Fig. 1: run 1, placement by cell class
Fill, decap, tap and diode cells in grey.
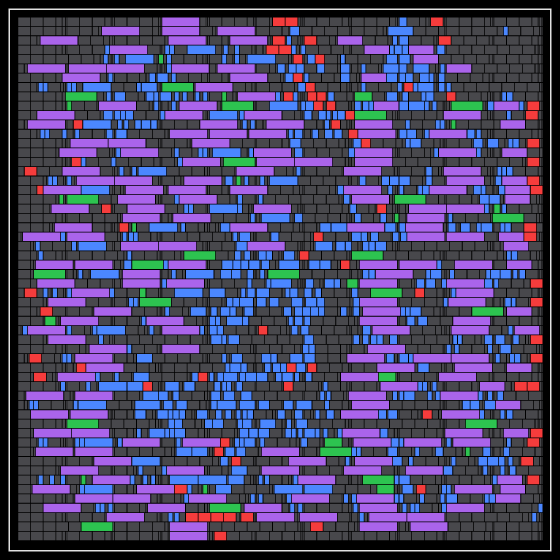
Fig. 2: run 1, clock distribution
Scale bar: 50 um.
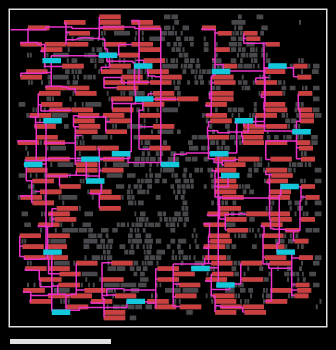
Fig. 3: run 1, clock wiring as the flow saved it
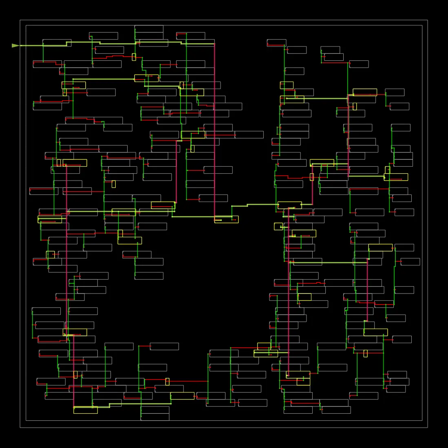
==> config.mk <==
export PLATFORM = sky130hd
export DESIGN_NAME = xadc_oversampler_mc
export DESIGN_NICKNAME = d
export VERILOG_FILES = /design/src/rtl/xadc_ovs_pkg.sv /design/src/rtl/xadc_ovs_rr_arb.sv /design/src/rtl/xadc_oversampler_mc.sv
export SDC_FILE = /design/constraint.sdc
export NUM_CORES = 1
export LEC_CHECK = 0
export CAP_MARGIN = 20
export CORE_MARGIN = 2
export CORE_UTILIZATION = 42
export DETAILED_ROUTE_END_ITERATION = 12
export PLACE_DENSITY_LB_ADDON = 0.05
export SYNTH_ARGS = -nofsm -noshare
export SYNTH_HDL_FRONTEND = slang
export SYNTH_SLANG_ARGS = --single-unit
export TNS_END_PERCENT = 50
==> constraint.sdc <==
create_clock -name clk -period 5.45 [get_ports clk]
set_input_delay 1.09 -clock clk [delete_from_list [all_inputs] [get_ports clk]]
set_output_delay 1.09 -clock clk [all_outputs]
set_load 0.02 [all_outputs]
==> src/rtl/xadc_ovs_pkg.sv <==
// Shared definitions for the multi-channel XADC oversampler: derived widths,
// rounding helper and the XADC channel tags used by the sequencer readout.
package xadc_ovs_pkg;

  // XADC DRP channel tags (channel_out encoding)
  typedef enum logic [4:0] {
    XADC_TEMP   = 5'h00,
    XADC_VCCINT = 5'h01,
    XADC_VCCAUX = 5'h02,
    XADC_VP_VN  = 5'h03,
    VAUX0       = 5'h10,
    VAUX1       = 5'h11,
    VAUX2       = 5'h12,
    VAUX3       = 5'h13
  } xadc_ch_e;

  // Accumulator width: a full block of 2^osr_log2 samples cannot overflow it
  function automatic int acc_w(input int in_w, input int osr_log2);
    return in_w + osr_log2;
  endfunction

  // Result width after adding extra precision bits
  function automatic int out_w(input int in_w, input int extra_bits);
    return in_w + extra_bits;
  endfunction

  // Right shift applied to the full sum to form the result
  function automatic int shift_s(input int osr_log2, input int extra_bits);
    return osr_log2 - extra_bits;
  endfunction

  // Half-LSB constant for round-half-up; zero when no shift is applied
  function automatic int unsigned round_const(input int s);
    return (s > 0) ? (32'd1 << (s - 1)) : 32'd0;
  endfunction

endpackage

==> src/rtl/xadc_ovs_rr_arb.sv <==
// Combinational round-robin pick: lowest requesting index at or after ptr,
// wrapping around NUM_CH.
module xadc_ovs_rr_arb #(
  parameter int NUM_CH = 4,
  parameter int IDX_W  = 2
) (
  input  logic [NUM_CH-1:0] req,
  input  logic [IDX_W-1:0]  ptr,
  output logic              gnt_valid,
  output logic [IDX_W-1:0]  gnt_idx
);

  logic [IDX_W-1:0] cand;

  // Scan candidates in rotated order starting at ptr; first hit wins
  always_comb begin
    gnt_valid = 1'b0;
    gnt_idx   = '0;
    cand      = '0;
    for (int unsigned i = 0; i < NUM_CH; i++) begin
      cand = IDX_W'((32'(ptr) + i) % NUM_CH);
      if (!gnt_valid && req[cand]) begin
        gnt_valid = 1'b1;
        gnt_idx   = cand;
      end
    end
  end

endmodule

==> src/rtl/xadc_oversampler_mc.sv <==
// Multi-channel XADC oversampler: per-channel accumulate of 2^OSR_LOG2
// samples, rounded result with EXTRA_BITS of added precision, round-robin
// drain through a valid/ready output slot.
// Optional: XADC_OVS_OVERRUN_STATUS_EN adds clr_overrun / sticky overrun.
module xadc_oversampler_mc
  import xadc_ovs_pkg::*;
#(
  parameter int NUM_CH     = 4,
  parameter int CH_W       = 5,
  parameter int IN_W       = 12,
  parameter int OSR_LOG2   = 8,
  parameter int EXTRA_BITS = 4
) (
  input  logic                       clk,
  input  logic                       reset,
  input  logic                       en,
  input  logic                       in_valid,
  input  logic [CH_W-1:0]            in_channel,
  input  logic [IN_W-1:0]            in_data,
  output logic                       out_valid,
  input  logic                       out_ready,
  output logic [CH_W-1:0]            out_channel,
  output logic [IN_W+EXTRA_BITS-1:0] out_data
`ifdef XADC_OVS_OVERRUN_STATUS_EN
  ,
  input  logic                       clr_overrun,
  output logic [NUM_CH-1:0]          overrun
`endif
);

  localparam int ACC_W = acc_w(IN_W, OSR_LOG2);
  localparam int OUT_W = out_w(IN_W, EXTRA_BITS);
  localparam int S     = shift_s(OSR_LOG2, EXTRA_BITS);
  localparam int IDX_W = (NUM_CH > 1) ? $clog2(NUM_CH) : 1;
  localparam logic [ACC_W-1:0] RND  = ACC_W'(round_const(S));
  localparam logic [IDX_W-1:0] LAST = IDX_W'(NUM_CH - 1);

  logic [ACC_W-1:0]    acc [NUM_CH];
  logic [OSR_LOG2-1:0] cnt [NUM_CH];
  logic [OUT_W-1:0]    res [NUM_CH];
  logic [NUM_CH-1:0]   pend, pend_next;
  logic [IDX_W-1:0]    rr_ptr;

  logic                accept, done, drain, take;
  logic [IDX_W-1:0]    ch;
  logic [ACC_W-1:0]    sum_full;
  logic [OUT_W-1:0]    res_new;
  logic                gnt_valid;
  logic [IDX_W-1:0]    gnt_idx;

  xadc_ovs_rr_arb #(
    .NUM_CH (NUM_CH),
    .IDX_W  (IDX_W)
  ) u_arb (
    .req       (pend),
    .ptr       (rr_ptr),
    .gnt_valid (gnt_valid),
    .gnt_idx   (gnt_idx)
  );

  // Sample acceptance, block completion and rounding of the finished sum
  always_comb begin
    accept   = en && in_valid && (32'(in_channel) < NUM_CH);
    ch       = in_channel[IDX_W-1:0];
    done     = accept && (cnt[ch] == '1);
    sum_full = acc[ch] + ACC_W'(in_data);
    res_new  = OUT_W'((sum_full + RND) >> S);
    drain    = !out_valid || out_ready;
    take     = drain && gnt_valid;
  end

  // Pending bits: a completion on the channel being drained re-arms it
  always_comb begin
    pend_next = pend;
    if (take) pend_next[gnt_idx] = 1'b0;
    if (done) pend_next[ch] = 1'b1;
  end

  // Per-channel accumulators, counters and result registers
  always_ff @(posedge clk) begin
    if (reset) begin
      for (int unsigned i = 0; i < NUM_CH; i++) begin
        acc[i] <= '0;
        cnt[i] <= '0;
        res[i] <= '0;
      end
    end else if (accept) begin
      if (done) begin
        acc[ch] <= '0;
        cnt[ch] <= '0;
        res[ch] <= res_new;
      end else begin
        acc[ch] <= sum_full;
        cnt[ch] <= cnt[ch] + OSR_LOG2'(1);
      end
    end
  end

  // Output slot, pending bits and round-robin pointer
  always_ff @(posedge clk) begin
    if (reset) begin
      pend        <= '0;
      rr_ptr      <= '0;
      out_valid   <= 1'b0;
      out_data    <= '0;
      out_channel <= '0;
    end else begin
      pend <= pend_next;
      if (drain) begin
        if (gnt_valid) begin
          out_valid   <= 1'b1;
          out_data    <= res[gnt_idx];
          out_channel <= CH_W'(gnt_idx);
          rr_ptr      <= (gnt_idx == LAST) ? '0 : gnt_idx + IDX_W'(1);
        end else begin
          out_valid <= 1'b0;
        end
      end
    end
  end

`ifdef XADC_OVS_OVERRUN_STATUS_EN
  logic [NUM_CH-1:0] ovr_set;

  // Overrun: completion while the previous result is still pending and not leaving
  always_comb begin
    ovr_set = '0;
    if (done && pend[ch] && !(take && gnt_idx == ch)) ovr_set[ch] = 1'b1;
  end

  // Sticky status; a new overrun wins over a same-cycle clear
  always_ff @(posedge clk) begin
    if (reset) overrun <= '0;
    else       overrun <= (clr_overrun ? '0 : overrun) | ovr_set;
  end
`else
  // Without status, an overrun simply replaces the pending result.
`endif

endmodule

==> flow_summary.toml, run 1 <==
# synthesis and place-and-route metrics
[outcome]
status = "complete, no violations"

[setup_path]
cpMostUsedCell = "sky130_fd_sc_hd__nor3_1"
rrSetupSlack_ps = 1300
timing.critical_path.slowest_cell_delay_ps = 620
critPathSlowestCell = "sky130_fd_sc_hd__clkdlybuf4s50_1"
worst_path_top_cell_family_by_delay = "simple AND/OR/NAND/NOR gates"
cp_data_required_time_ps = 5680

[yosys]
simple_gate_share_pct = 17.3
synth_cell_type_count = 66
synthesis.area_sq_um = 9840
synthDominantAreaCellType = "sky130_fd_sc_hd__edfxtp_1"
seq_area_frac_synth_pct = 58.8
synthDominantCellAreaShare_pct = 53.7
synth-cells-yosys = 855
synth_async_sr_flop_share_pct = 0
synth-adder-area-share_pct = 2.49
ys_sh_aoi_pct = 8.96
synth.most_common_cell = "sky130_fd_sc_hd__edfxtp_1"
post_synth_mux_area_share_pct = 6.52
flop_cell = "sky130_fd_sc_hd__edfxtp_1"
synthesis.area_per_instance_sq_um = 11.5
synth_chip_area_sq_um = 9840

[global_route]
grt_pass1_wl_um = 38200
globalRouteTotalUtil_pct = 20.2
grt_max_degree = 37
antenna_violations_before_repair = 0

[clocking]
postCtsHoldBufs = 0
clock_tree.root_cell = "sky130_fd_sc_hd__clkbuf_16"
cts_post_setup_buffers_inserted = 0
cts_max_path_buffers = 3
tritoncts = "done"
htreeDepth = 1

[drt]
first_iter_violations = 431
routed_wl_um = 24100
remaining_drc_errors = 0
ant_nets = 0
wl_per_cell_um = 19.3
detail_route.vias_per_cell = 5.43
drt-pass1-iter-count = 5

[pwr]
seq_cell_power_w = 0.00173
power_clock_w = 0.00141
maxPowerGroup = "registers"
power.static_leakage_nw = 4.27
seq_power_share_pct = 49.3
power_in_combinational_cells_w = 0.000366

[die]
chipWidth_um = 157
fp-utilization_pct = 42.3
die.size.y_um = 157

[final_layout]
post-route-cell-area_sq_um = 11400
synthToLayoutAreaGrowth_pct = 16.2
layout.cells.most_common_list = "sky130_fd_sc_hd__edfxtp_1 (176), sky130_fd_sc_hd__nor2_1 (148), sky130_fd_sc_hd__nand2_1 (82)"
drive_above_1_share_pct = 12.6
final_nets = 953

[sta]
setup_viol = 0
tightest_slew_ps = 1010
drv_slew = 0
setup_total_negative_slack_ps = 0
timing_hold_violations_final = 0
timing.final.crit_period_ps = 4870
fmax_mhz = 206

[placed_design]
port_buffers = 40
hpwl_um = 16000
Back to the opening pictures, Fig. 1:
Key: purple = registers [cells 201, share of their area 52%]; green = clock drivers and dummy loads [cells 42, share of their area 6.3%]; blue = remaining logic cells [cells 610, share of their area 35%]; red = remaining buffers and delay cells [cells 76, share of their area 6.0%]

Back to the opening pictures, Fig. 2:
Key: magenta = clock wires [length 2420 um]; red = flip-flops [count 201]; cyan = clock-net drivers [count 23]
Position of the flops: all over the die. There are 24 routed clock nets.

Back to the opening pictures, Fig. 3:
CTS sink cnt: 201
insertion delay at the late pin of the worst-skew pair: 510 ps
TritonCTS Buffers: 23
clock skew after layout: 14.3 ps
count of clock-net buffers in the final layout: 31

## run 1: per-stage QoR
stage | cells | utilization (%) | total power, W | hold slack (ps) | worst slack, ps
floorplan | 857 | - | 0.00200 | 484 | 71.0
detailed placement | 1205 | 46.1 | 0.00212 | 456 | 152
finish | 1248 | 49.2 | 0.00350 | 463 | 584
CTS | 1247 | 49.1 | 0.00354 | 464 | 652
global placement | 1205 | 46.1 | 0.00212 | 448 | 197
global route | 1248 | 49.2 | 0.00364 | 471 | 341
## run 1: registers in the layout, summed over array words and instances, names as in the netlist
name	flops
acc	80
res	64
cnt	32
out_data	16
pend	4
out_channel	2
rr_ptr	2
out_valid	1
## run 1: area by class of cell
class	instances	area, sq um
Inverter	43	161
Timing Repair Buffer	76	666
Fill cell	2124	11800
Clock buffer	31	646
Tap cell	319	399
Clock inverter	11	53.8
Sequential cell	201	5790
Multi-Input combinational cell	567	3730
## run 1: cell families (layout without fill, tap and decap cells)
logic type	after synthesis	in the layout
AOI/OAI and AO/OA	123	123
xor gates and xnor gates	25	25
adders and majority gates	19	19
buffers and inverters	89	161
DFF	201	201
muxes	29	29
other	1	3
and+or+nand+nor	368	368
## run 1: metal layers
layer / vias up / GRT usage, % / part of all wire, %
met5: - / 0 / 0
li1: 3252 / - / -
met3: 35 / 2.42 / 3.9
met1: 3317 / 27.4 / 45
met2: 173 / 34.9 / 49
met4: 0 / 5.02 / 2.3
## run 1: worst paths after layout
path | from | cells past startpoint | end
setup / recovery | in_channel[1] | 12 | res[2][10]
hold / removal | out_channel[0] | 2 | out_channel[0]
setup reg to reg | acc[3][0] | 11 | res[2][10]
hold reg to reg | out_channel[0] | 2 | out_channel[0]
--- run 2 (diff from run 1) ---
Settings changed: CAP_MARGIN 20 to 5.
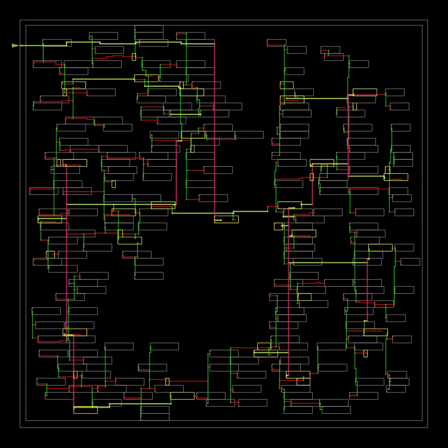
Fig. 4. Clock wiring as the flow saved it (run 2).
clock-net power: 0.00141 W
clock skew after layout: 15.3 ps
flip-flops: 201

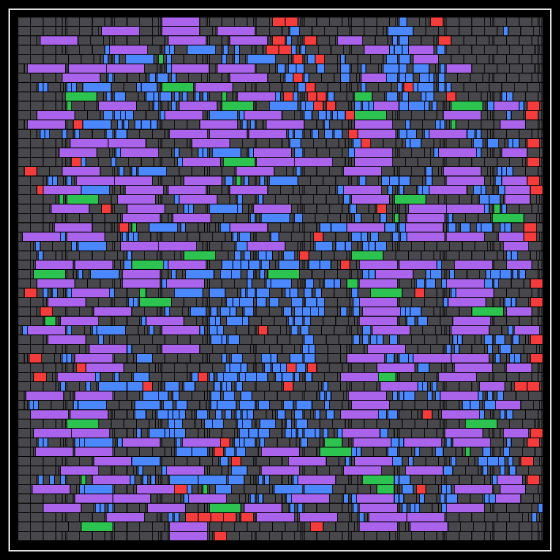
Fig. 5. Placement by cell class (run 2).
Fill, decap, tap and diode cells in grey.
Key: green = clock drivers and dummy loads [cells 42, share of their area 6.3%]; red = remaining buffers and delay cells [cells 75, share of their area 6.0%]; blue = remaining logic cells [cells 610, share of their area 35%]; purple = registers [cells 201, share of their area 52%]

==> flow_summary.toml, run 2 <==
# synthesis and place-and-route metrics
[yosys]
synth-cells-yosys = 855
synthesis.area_per_instance_sq_um = 11.5
seq_area_frac_synth_pct = 58.8
flop_cell = "sky130_fd_sc_hd__edfxtp_1"
synth_chip_area_sq_um = 9840
synth_cell_type_count = 66
synthesis.area_sq_um = 9840

[setup_path]
worst_path_top_cell_family_by_delay = "simple AND/OR/NAND/NOR gates"
timing.critical_path.slowest_cell_delay_ps = 620
critPathSlowestCell = "sky130_fd_sc_hd__clkdlybuf4s50_1"
cpMostUsedCell = "sky130_fd_sc_hd__nor4_1"
rrSetupSlack_ps = 1300

[clocking]
cts_max_path_buffers = 3
clk-insertion-delay-late_ps = 510
cts-buffers-inserted = 23
tritoncts = "done"
htreeDepth = 1
cts_post_setup_buffers_inserted = 0
clock_tree.root_cell = "sky130_fd_sc_hd__clkbuf_16"
numClockSinks = 201

[outcome]
status = "complete, no violations"

[final_layout]
reg.largest.list = "acc (80), res (64), cnt (32)"
synthToLayoutAreaGrowth_pct = 16.1
post-route-cell-area_sq_um = 11400
stdcell_count = 1247

[sta]
setup_viol = 0
setup_total_negative_slack_ps = 0
setup_ws_ps = 580
fmax_mhz = 205

[drt]
drt-pass1-iter-count = 6
remaining_drc_errors = 0
routed_wl_um = 24100
wl_per_cell_um = 19.4
first_iter_violations = 458
ant_nets = 0

[placed_design]
hpwl_um = 16000
port_buffers = 40

[hold_path]
worst_hold_path.num_cells = 2
timing.hold.worst.start = "out_channel[0]"

[pwr]
power.static_leakage_nw = 4.27
seq_power_share_pct = 49.3

[die]
fp-utilization_pct = 42.3

[global_route]
antenna_violations_before_repair = 0
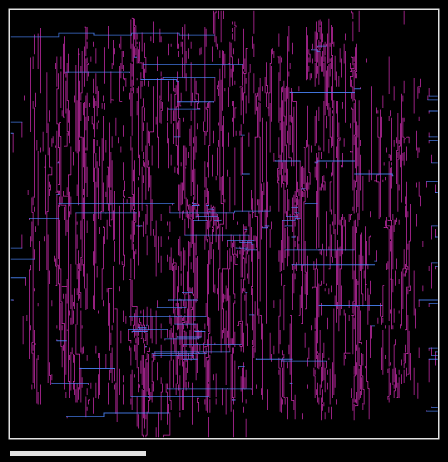
Fig. 6. Wiring by layer (run 2).
Scale bar: 50 um. Two of the layers only.
Key: magenta = M2 [wire length 11800 um]; blue = M3 [wire length 1000 um]

run 2: netlist changes by cell type in the layout (fill, tap and decap cells not counted):
cell,change
sky130_fd_sc_hd__clkbuf_4,-1
run 2: stage by stage:
stage	power [W]	utilization [%]
floorplan	0.00200	-
global placement	0.00212	46.1
detailed placement	0.00212	46.1
CTS	0.00354	49.1
global route	0.00364	49.1
finish	0.00350	49.1
run 2: layer usage:
metal  share of wire (%)  vias to the layer above  GRT usage [%]  wire, um
li1                    -                     3247              -         -
met1                  45                     3293           27.4     10700
met2                  49                      171           34.9     11800
met3                 4.2                       38           2.42      1000
met4                 2.3                        0           5.02       554
met5                   0                        -              0         0
run 2: layout make-up:
cell class	count	area (sq um)
well taps	319	399
fillers	2124	11800
repair buffers	75	658
flip-flops and latches	201	5790
clock buffers	31	646
multi-input cells	567	3730
inverters	43	161
clock inverters	11	53.8
run 2: final timing paths:
check | end
max | res[3][11]
min | out_channel[0]
max reg2reg | res[3][11]
min reg2reg | out_channel[0]
run 2: cell families after synthesis:
logic type	Yosys count	synth area share (%)
adder cells (fa/ha/maj)	19	2.49
buffers and inverters	89	3.62
AND-OR/OR-AND	123	8.96
multiplexers	29	6.52
AND/OR/NAND/NOR	368	17.3
flip-flops	201	58.8
other	1	0.0381
XOR/XNOR	25	2.30
run 2: power by group through the flow:
stage          clock, W  sequential (W)  combinational (W)
2_1_floorplan         0         0.00175           0.000251
3_3_place_gp          0         0.00176           0.000361
3_5_place_dp          0         0.00176           0.000365
4_1_cts         0.00145         0.00173           0.000367
5_1_grt         0.00151         0.00173           0.000402
6_report        0.00141         0.00173           0.000366
--- run 3 (diff from run 2) ---
Settings changed: CELL_PAD_IN_SITES_DETAIL_PLACEMENT from default to 0, CELL_PAD_IN_SITES_GLOBAL_PLACEMENT from default to 1.
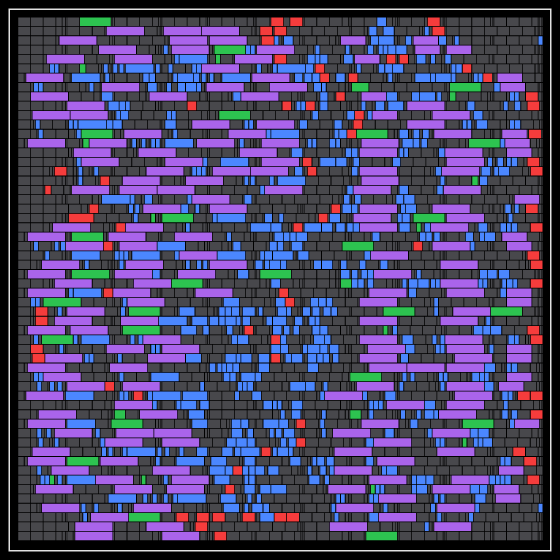
Fig. 7. Placement by cell class (run 3).
Fill, decap, tap and diode cells in grey.
Key: purple = registers [cells 201, share of their area 52%]; blue = remaining logic cells [cells 610, share of their area 35%]; green = clock drivers and dummy loads [cells 42, share of their area 6.8%]; red = remaining buffers and delay cells [cells 78, share of their area 6.2%]

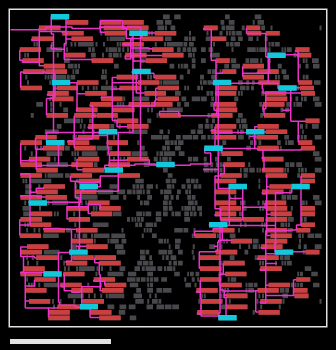
Fig. 8. Clock distribution (run 3).
Scale bar: 50 um.
Key: magenta = clock wires [length 2530 um]; cyan = clock-net drivers [count 23]; red = flip-flops [count 201]
There are 24 routed clock nets. Position of the flops: all over the die.

==> flow_summary.toml, run 3 <==
# synthesis and place-and-route metrics
[placed_design]
rd_place_congestion = 0.830
hpwl_um = 16500
post_place_worst_slack_ps = 114
port_buffers = 40
place_inst = 1208

[drt]
first_iter_violations = 442
met3_wirelength_um = 1180
ant_nets = 0
wl_per_cell_um = 19.9
wirelength_met1_um = 10500
routed_wl_um = 24900
amount_of_wire_on_met2_after_detailed_routing_um = 12700
remaining_drc_errors = 0
detail_route.vias_per_cell = 5.51
drt-pass1-iter-count = 5
top_signal_layer_used = "met4"

[sta]
setup_ws_ps = 660
drv_slew = 0
fin_crit_sh_pct = 87.9
maxSlewHeadroom_pct = 23.1
fmax_mhz = 209
unrepaired_setup_endpoints_after_global_routing = "false"
setup_total_negative_slack_ps = 0
timing.hold.ws_ps = 464
setup_viol = 0
tightest_slew_ps = 1150

[final_layout]
post-route-cell-area_sq_um = 11500
reg.largest.list = "acc (80), res (64), cnt (32)"
stdcell_count = 1250
utilization_pct = 49.5
final_nets = 955
layout.cells.most_common_list = "sky130_fd_sc_hd__edfxtp_1 (176), sky130_fd_sc_hd__nor2_1 (148), sky130_fd_sc_hd__nand2_1 (82)"
largest_reg_flops = 80
synthToLayoutAreaGrowth_pct = 17.0
top_register = "acc"

[yosys]
post_synth_main_area_contributors = "sky130_fd_sc_hd__edfxtp_1 (54%), sky130_fd_sc_hd__mux4_2 (6.4%), sky130_fd_sc_hd__nor2_1 (5.6%), sky130_fd_sc_hd__dfxtp_1 (5.1%), sky130_fd_sc_hd__nand2_1 (3.1%)"
synthesis.area_per_instance_sq_um = 11.5
synthesis.area_sq_um = 9840
flop_cell = "sky130_fd_sc_hd__edfxtp_1"
seq_area_frac_synth_pct = 58.8
synth_cell_type_count = 66
synthDominantAreaCellType = "sky130_fd_sc_hd__edfxtp_1"
synth_chip_area_sq_um = 9840
synthDominantCellAreaShare_pct = 53.7
synth-cells-yosys = 855
synth_async_sr_flop_share_pct = 0
synth-warning-count = 0

[global_route]
antenna_violations_before_repair = 0
globalRouteTotalUtil_pct = 20.7
grt_pass1_vias = 6864

[clocking]
clock_tree.root_cell = "sky130_fd_sc_hd__clkbuf_16"
htreeDepth = 1
cts_max_path_buffers = 3
clk_pin_slew_worst_setup_hold_paths_ps = 60
cts_post_setup_buffers_inserted = 0
tritoncts = "done"
cts-buffers-inserted = 23
clk-insertion-delay-late_ps = 510
numClockSinks = 201

[die]
fp-utilization_pct = 42.3
core_sq_um = 23300
die.size.y_um = 157
dieArea_sq_um = 24700

[hold_path]
min_to = "out_channel[0]"
timing.hold.worst.start = "out_channel[0]"
worst_hold_path.num_cells = 2

[outcome]
status = "complete, no violations"

[setup_path]
cpMostUsedCell = "sky130_fd_sc_hd__buf_4"
worst-endpoint-arrival_ps = 5030
cp_data_required_time_ps = 5690
setup.worst_path.start_class = "input pin"
rr_endpoint = "res[1][13]"
timing.rr.start = "acc[0][0]"
critPathSlowestCell = "sky130_fd_sc_hd__clkdlybuf4s50_1"
rrSetupSlack_ps = 1380
timing.critical_path.slowest_cell_delay_ps = 610

[pwr]
power_report.internal_total_w = 0.00280
power.static_leakage_nw = 4.31
seq_power_share_pct = 47.3
overall_power_w = 0.00364
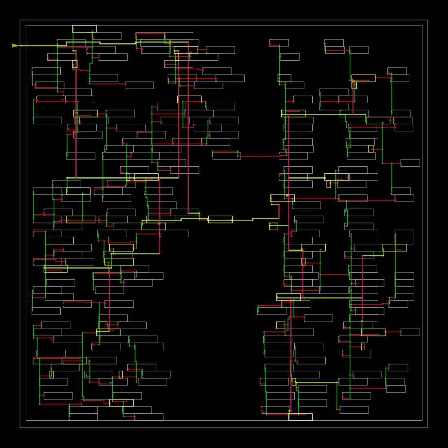
Fig. 9. Clock wiring as the flow saved it (run 3).
clock-net power: 0.00154 W
clock skew after layout: 12.8 ps
count of clock-net buffers in the final layout: 29

## run 3: worst max path at each step
| stage | endpoint | slack, ps |
|---|---|---|
| floorplan | res[0][15] | 70 |
| detailed placement | res[1][15] | 110 |
| global placement | res[2][15] | 130 |
| finish | res[1][15] | 660 |
| global route | res[0][14] | 320 |
| CTS | res[2][14] | 630 |
## run 3: layer usage
layer / track usage (%) / vias to the layer above
met2: 36.9 / 174
met1: 27.1 / 3430
met4: 4.76 / 0
li1: - / 3248
met3: 2.75 / 35
met5: 0 / -
## run 3: worst max-delay path: cells and delay by family
family | cells | cell delay, ps
and+or+nand+nor | 5 | 1820
AOI/OAI and AO/OA | 2 | 240
xor gates and xnor gates | 1 | 90
adders and majority gates | 1 | 470
muxes | 1 | 300
buffers and inverters | 3 | 990
## run 3: kinds of logic after synthesis
group,Yosys count,synth area share [%]
flops,201,58.8
other cells,1,0.0381
buf+inv,89,3.62
simple gates,368,17.3
xor+xnor,25,2.30
fa+ha+maj,19,2.49
mux,29,6.52
compound gates,123,8.96
## run 3: layout make-up
class | count | area [sq um]
clock inverter | 13 | 148
tap | 319 | 399
fill | 2148 | 11700
timing repair buffer | 78 | 693
inverter | 43 | 161
clock buffer | 29 | 608
sequential | 201 | 5790
multi-input combinational | 567 | 3720
## run 3: power groups by stage
stage / Clock, W / Sequential [W] / Combinational, W
floorplan: 0 / 0.00175 / 0.000251
global route: 0.00163 / 0.00173 / 0.000413
global placement: 0 / 0.00176 / 0.000378
detailed placement: 0 / 0.00176 / 0.000377
finish: 0.00154 / 0.00173 / 0.000375
CTS: 0.00157 / 0.00173 / 0.000378
Power is estimated from default activity; no workload was simulated.
